Figure 1. Floorplan with the power grid.
Bar = 20 µm. Pins as bars on the die edge. Tap cells in grey.
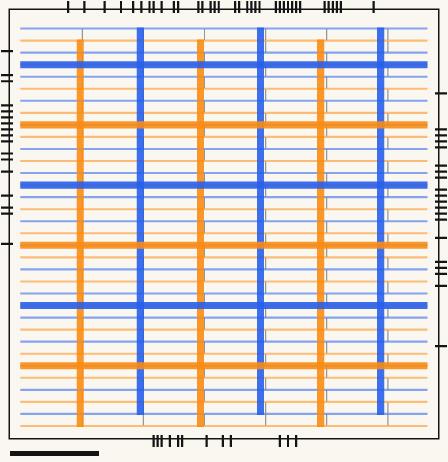
Figure 2. Track usage over the die.
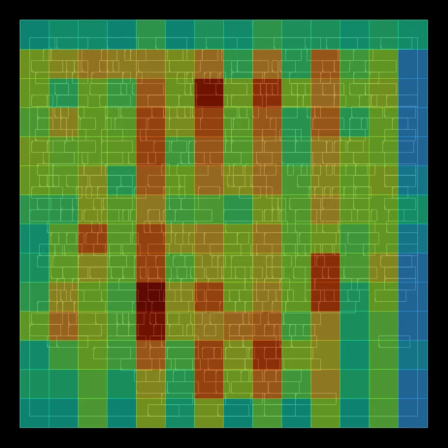
Figure 3. Close-up of the layout.
Window x 60 to 85, y 12 to 37 µm. Cells in grey, sequential cells in the stronger grey; small squares are vias.
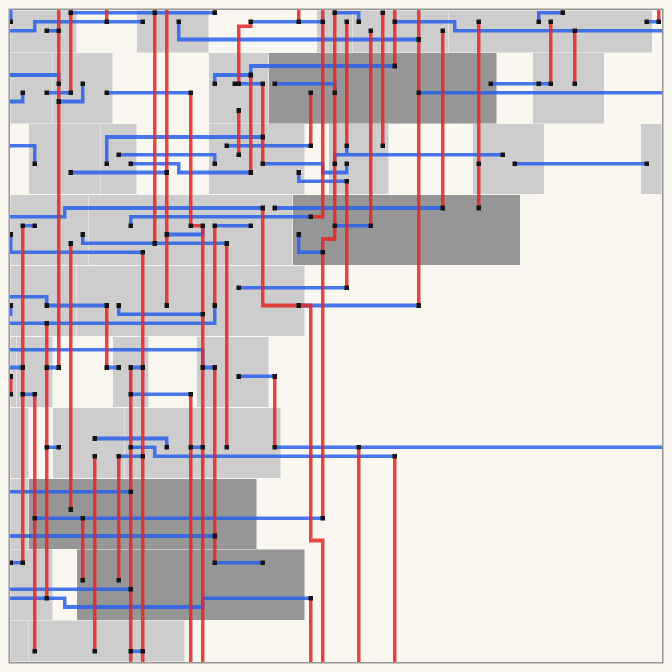
Figure 4. Register map, names as in the netlist.
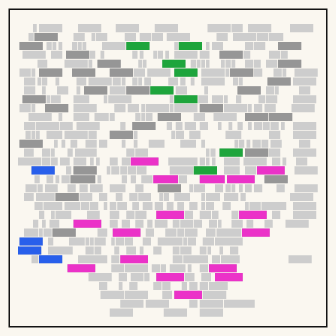
Figure 5. Routed metal, one colour a layer.
Two of the layers only.
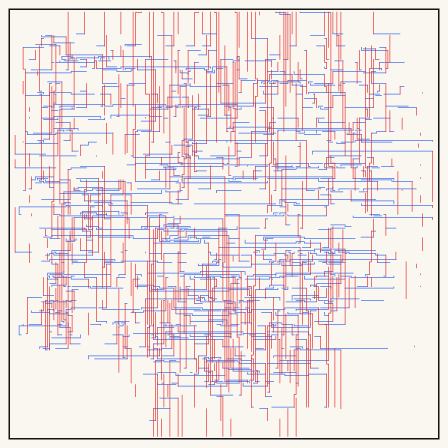
File: config.mk
export PLATFORM = sky130hd
export DESIGN_NAME = control_sumador_rizado_flat
export DESIGN_NICKNAME = d
export VERILOG_FILES = /design/src/rtl/control_sumador_rizado_pkg.sv /design/src/rtl/control_sumador_rizado_if.sv /design/src/rtl/control_sumador_rizado_contador.sv /design/src/rtl/control_sumador_rizado.sv /design/src/flat_wrapper.sv
export SDC_FILE = /design/constraint.sdc
export NUM_CORES = 1
export LEC_CHECK = 0
export CORE_MARGIN = 2
export CORE_UTILIZATION = 30
export DETAILED_ROUTE_END_ITERATION = 10
export HOLD_SLACK_MARGIN = 0.15
export PLACE_DENSITY_LB_ADDON = 0.15
export SLEW_MARGIN = 20
export SYNTH_ARGS = -nofsm -noshare
export SYNTH_HDL_FRONTEND = slang
export SYNTH_SLANG_ARGS = --single-unit
export TNS_END_PERCENT = 20
File: constraint.sdc
create_clock -name clk -period 1.4 [get_ports clk]
set_input_delay 0.35 -clock clk [delete_from_list [all_inputs] [get_ports clk]]
set_output_delay 0.35 -clock clk [all_outputs]
set_load 0.05 [all_outputs]
File: src/rtl/control_sumador_rizado_pkg.sv
// rtl/control_sumador_rizado_pkg.sv - shared types and constants for the ripple-adder sequencer
// State encodings, data width and default settle time used by all files of the block.
package control_sumador_rizado_pkg;

   localparam int DATA_W     = 8;
   localparam int SETTLE_DEF = 2;
   localparam int CNT_BITS   = 4;

   typedef enum logic [1:0] {
      ST_IDLE   = 2'd0,
      ST_SETTLE = 2'd1,
      ST_HOLD   = 2'd2
   } state_t;

endpackage

File: src/rtl/control_sumador_rizado_if.sv
// rtl/control_sumador_rizado_if.sv - operand, adder and result signal bundle
// The slave modport is the sequencer's view; master is the surrounding environment's view.
interface control_sumador_rizado_if #(
   parameter int CNT_W = 16
);
   import control_sumador_rizado_pkg::*;

   logic              in_valid;
   logic              in_ready;
   logic [DATA_W-1:0] in_a;
   logic [DATA_W-1:0] in_b;
   logic              in_ci;
   logic              acc_mode;
   logic              acc_clear;
   logic [DATA_W-1:0] add_a;
   logic [DATA_W-1:0] add_b;
   logic              add_ci;
   logic [DATA_W-1:0] add_s;
   logic              add_co;
   logic              out_valid;
   logic              out_ready;
   logic [DATA_W-1:0] out_s;
   logic              out_co;
   logic [DATA_W-1:0] acc;
   logic [CNT_W-1:0]  co_count;

   modport slave (
      input  in_valid, in_a, in_b, in_ci, acc_mode, acc_clear, add_s, add_co, out_ready,
      output in_ready, add_a, add_b, add_ci, out_valid, out_s, out_co, acc, co_count
   );

   modport master (
      output in_valid, in_a, in_b, in_ci, acc_mode, acc_clear, add_s, add_co, out_ready,
      input  in_ready, add_a, add_b, add_ci, out_valid, out_s, out_co, acc, co_count
   );

endinterface

File: src/rtl/control_sumador_rizado_contador.sv
// rtl/control_sumador_rizado_contador.sv - 4-bit loadable down-counter with zero flag
// The zero flag lags the count by one cycle, giving the carry chain a margin cycle before sampling.
module contador_asentamiento
   import control_sumador_rizado_pkg::*;
(
   input  logic                clk,
   input  logic                reset_L,
   input  logic                i_load,
   input  logic [CNT_BITS-1:0] i_load_val,
   input  logic                i_dec,
   output logic                o_zero
);

   logic [CNT_BITS-1:0] r_cnt;
   logic                r_zero;

   always_ff @(posedge clk) begin
      if (!reset_L) begin
         r_cnt  <= '0;
         r_zero <= 1'b0;
      end else if (i_load) begin
         r_cnt  <= i_load_val;
         r_zero <= 1'b0;
      end else if (i_dec) begin
         r_cnt  <= (r_cnt == '0) ? '0 : r_cnt - CNT_BITS'(1);
         r_zero <= (r_cnt == '0);
      end
   end

   assign o_zero = r_zero;

endmodule

File: src/rtl/control_sumador_rizado.sv
// rtl/control_sumador_rizado.sv - sequencer feeding an 8-bit ripple-carry adder
// Registers adder operands, waits for the carry chain to settle, then presents s/co downstream.
module control_sumador_rizado
   import control_sumador_rizado_pkg::*;
#(
   parameter int SETTLE_CYCLES = SETTLE_DEF,
   parameter int CNT_W         = 16
) (
   input  logic                    clk,
   input  logic                    reset_L,
   control_sumador_rizado_if.slave bus
);

   state_t              r_state;
   state_t              w_next;
   logic                w_in_ready;
   logic                w_accept;
   logic                w_capture;
   logic                w_zero;
   logic                w_dec;
   logic [CNT_BITS-1:0] w_load_val;
   logic [DATA_W-1:0]   w_acc_eff;

   logic [DATA_W-1:0]   r_add_a;
   logic [DATA_W-1:0]   r_add_b;
   logic                r_add_ci;
   logic [DATA_W-1:0]   r_out_s;
   logic                r_out_co;
   logic                r_out_valid;
   logic [DATA_W-1:0]   r_acc;
   logic                r_acc_mode;
   logic [CNT_W-1:0]    r_co_count;

   always_ff @(posedge clk) begin
      if (!reset_L) r_state <= ST_IDLE;
      else          r_state <= w_next;
   end

   always_comb begin
      w_next = r_state;
      case (r_state)
         ST_IDLE:   if (w_accept) w_next = ST_SETTLE;
         ST_SETTLE: if (w_zero)   w_next = ST_HOLD;
         ST_HOLD:   if (bus.out_ready) w_next = w_accept ? ST_SETTLE : ST_IDLE;
         default:   w_next = ST_IDLE;
      endcase
   end

   always_comb begin
      w_in_ready = 1'b0;
      w_accept   = 1'b0;
      w_capture  = 1'b0;
      w_dec      = 1'b0;
      if (reset_L)
         w_in_ready = (r_state == ST_IDLE) || ((r_state == ST_HOLD) && bus.out_ready);
      w_accept  = bus.in_valid && w_in_ready;
      w_dec     = (r_state == ST_SETTLE);
      w_capture = w_dec && w_zero;
   end

   assign w_load_val = CNT_BITS'(SETTLE_CYCLES - 1);

   contador_asentamiento u_contador (
      .clk        (clk),
      .reset_L    (reset_L),
      .i_load     (w_accept),
      .i_load_val (w_load_val),
      .i_dec      (w_dec),
      .o_zero     (w_zero)
   );

   // A clear in the accept cycle must already zero the fed-back operand.
   assign w_acc_eff = bus.acc_clear ? '0 : r_acc;

   always_ff @(posedge clk) begin
      if (!reset_L) begin
         r_add_a     <= '0;
         r_add_b     <= '0;
         r_add_ci    <= 1'b0;
         r_out_s     <= '0;
         r_out_co    <= 1'b0;
         r_out_valid <= 1'b0;
         r_acc       <= '0;
         r_acc_mode  <= 1'b0;
         r_co_count  <= '0;
      end else begin
         if (w_accept) begin
            r_add_a    <= bus.acc_mode ? w_acc_eff : bus.in_a;
            r_add_b    <= bus.in_b;
            r_add_ci   <= bus.in_ci;
            r_acc_mode <= bus.acc_mode;
         end
         if (w_capture) begin
            r_out_s     <= bus.add_s;
            r_out_co    <= bus.add_co;
            r_out_valid <= 1'b1;
            if (bus.add_co && (r_co_count != {CNT_W{1'b1}}))
               r_co_count <= r_co_count + CNT_W'(1);
         end else if ((r_state == ST_HOLD) && bus.out_ready) begin
            r_out_valid <= 1'b0;
         end
         if (w_capture && r_acc_mode) r_acc <= bus.add_s;
         else if (bus.acc_clear)      r_acc <= '0;
      end
   end

   assign bus.in_ready  = w_in_ready;
   assign bus.add_a     = r_add_a;
   assign bus.add_b     = r_add_b;
   assign bus.add_ci    = r_add_ci;
   assign bus.out_valid = r_out_valid;
   assign bus.out_s     = r_out_s;
   assign bus.out_co    = r_out_co;
   assign bus.acc       = r_acc;
   assign bus.co_count  = r_co_count;

endmodule

File: src/flat_wrapper.sv
// flat-port wrapper written by rule: the top's interface ports become plain ports
module control_sumador_rizado_flat import control_sumador_rizado_pkg::*;
#(
   parameter int SETTLE_CYCLES = SETTLE_DEF,
   parameter int CNT_W         = 16
)
  (clk, reset_L, bus_in_valid, bus_in_a, bus_in_b, bus_in_ci, bus_acc_mode, bus_acc_clear, bus_add_s, bus_add_co, bus_out_ready, bus_in_ready, bus_add_a, bus_add_b, bus_add_ci, bus_out_valid, bus_out_s, bus_out_co, bus_acc, bus_co_count);
  control_sumador_rizado_if #(.CNT_W(CNT_W)) bus_i ();
  input  logic clk;
  input  logic reset_L;
  input wire logic [$bits(bus_i.in_valid)-1:0] bus_in_valid;
  input wire logic [$bits(bus_i.in_a)-1:0] bus_in_a;
  input wire logic [$bits(bus_i.in_b)-1:0] bus_in_b;
  input wire logic [$bits(bus_i.in_ci)-1:0] bus_in_ci;
  input wire logic [$bits(bus_i.acc_mode)-1:0] bus_acc_mode;
  input wire logic [$bits(bus_i.acc_clear)-1:0] bus_acc_clear;
  input wire logic [$bits(bus_i.add_s)-1:0] bus_add_s;
  input wire logic [$bits(bus_i.add_co)-1:0] bus_add_co;
  input wire logic [$bits(bus_i.out_ready)-1:0] bus_out_ready;
  output wire logic [$bits(bus_i.in_ready)-1:0] bus_in_ready;
  output wire logic [$bits(bus_i.add_a)-1:0] bus_add_a;
  output wire logic [$bits(bus_i.add_b)-1:0] bus_add_b;
  output wire logic [$bits(bus_i.add_ci)-1:0] bus_add_ci;
  output wire logic [$bits(bus_i.out_valid)-1:0] bus_out_valid;
  output wire logic [$bits(bus_i.out_s)-1:0] bus_out_s;
  output wire logic [$bits(bus_i.out_co)-1:0] bus_out_co;
  output wire logic [$bits(bus_i.acc)-1:0] bus_acc;
  output wire logic [$bits(bus_i.co_count)-1:0] bus_co_count;
  assign bus_i.in_valid = bus_in_valid;
  assign bus_i.in_a = bus_in_a;
  assign bus_i.in_b = bus_in_b;
  assign bus_i.in_ci = bus_in_ci;
  assign bus_i.acc_mode = bus_acc_mode;
  assign bus_i.acc_clear = bus_acc_clear;
  assign bus_i.add_s = bus_add_s;
  assign bus_i.add_co = bus_add_co;
  assign bus_i.out_ready = bus_out_ready;
  assign bus_in_ready = bus_i.in_ready;
  assign bus_add_a = bus_i.add_a;
  assign bus_add_b = bus_i.add_b;
  assign bus_add_ci = bus_i.add_ci;
  assign bus_out_valid = bus_i.out_valid;
  assign bus_out_s = bus_i.out_s;
  assign bus_out_co = bus_i.out_co;
  assign bus_acc = bus_i.acc;
  assign bus_co_count = bus_i.co_count;
  control_sumador_rizado #(.SETTLE_CYCLES(SETTLE_CYCLES), .CNT_W(CNT_W)) u_core (.clk(clk), .reset_L(reset_L), .bus(bus_i));
endmodule
==> impl_metrics.tcl <==
# implementation run metrics
set metrics [dict create \
    status "complete, but fails checks" \
    violations "setup timing" \
    synth_flops 59 \
    dr_wl_met2_um 3910 \
    routed_wl_um 7790 \
    p_clk_share_pct 40.2 \
    rows 33 \
    grt_max_degree 39 \
    clock-root-buffer "clkbuf_8" \
    vias 2712 \
    synth-async-reset-ratio_pct 0 \
    p_comb_uw 601 \
    setup_violations 29 \
    fa_ha_area_share_pct 0.486 \
    core_area_um2 8260 \
    syn_to_final_growth_pct 96.5 \
    ir_drop_v 0.000513 \
    ant_nets 0 \
    simple_gate_area_share_pct 31.1 \
    worstSetupPathType "in -> out" \
    final_core_util_pct 61.3 \
    fp_util_pct 31.2 \
    cts_sinks 59 \
    lay_top_cells "nand2_1, buf_12, buf_4, dfxtp_1, a21oi_1" \
    power_frac_comb_pct 15.4 \
    tightest_slew_ns 0.409 \
    clk_pin_slew_ns 0.07 \
    buffer_area_share_pct 37.1 \
    fillers 721 \
    grt_pass1_vias 2769 \
    post-place-ws_ns -0.691 \
    first_pass_iters 4 \
    top_area_cell "dfxtp_1" \
    clock_path_buffers 2 \
    p_int_mw 2.89 \
    r2r-start "u_core.r_state[1]" \
    nNetsFinal 483 \
    max-cap-violations 0 \
    grt_use_met1_pct 19.3 \
    cp_num_buf_inv 3 \
    die_w_um 96.7 \
    slowest_delay_ns 0.33 \
    n_all_buffers 145 \
    clk_latency_ns 0.33 \
    final_cells 560 \
    dp.cells 535 \
    finalPower_mw 3.91 \
    setup_slack_ns -0.193 \
    seq_cell_power_mw 1.73 \
    seq_area_share_pct 24.4 \
    swShare_pct 26.0 \
    netlist_area_um2 2580 \
    drtIter0Drc 93 \
    hold_buffers 0 \
    synth_top_cell_by_count "nand2_1" \
    diodes 0 \
    via_per_inst 4.84 \
    ys_top_logic_family "simple AND/OR/NAND/NOR gates" \
]
-- Figure 1 (at the start) --
Key: VSS = orange; VDD = blue
105 tap cells. 34 met1 rails follow the rows. 6 straps on met4. 84 signal pins sit on the boundary. The core has 33 rows.

-- Figure 2 (at the start) --
most crowded layer after global routing: met2
wire length per cell: 13.9 µm
met3 Usage GRT: 5.13%
GR Layer Usage met2: 29.9%

-- Figure 3 (at the start) --
Key: met2 = red; met1 = blue
Sequential cells in the window: 4. Most frequent: buf_4 (6), dfxtp_4 (4), nand2_1 (3). 28 logic cells have their middle in the window. Netlist names of flops here include u_core.bus.co_count (4).

-- Figure 4 (at the start) --
Key: u_core.u_contador.r_cnt = blue [placed flops 4, where south-west]; u_core.bus.out_s = green [placed flops 8]; u_core.bus.co_count = magenta [placed flops 16]
Another 31 sequential cells are not coloured.

-- Figure 5 (at the start) --
Key: met2 = red [wire length 3910 µm]; met1 = blue [wire length 3410 µm]

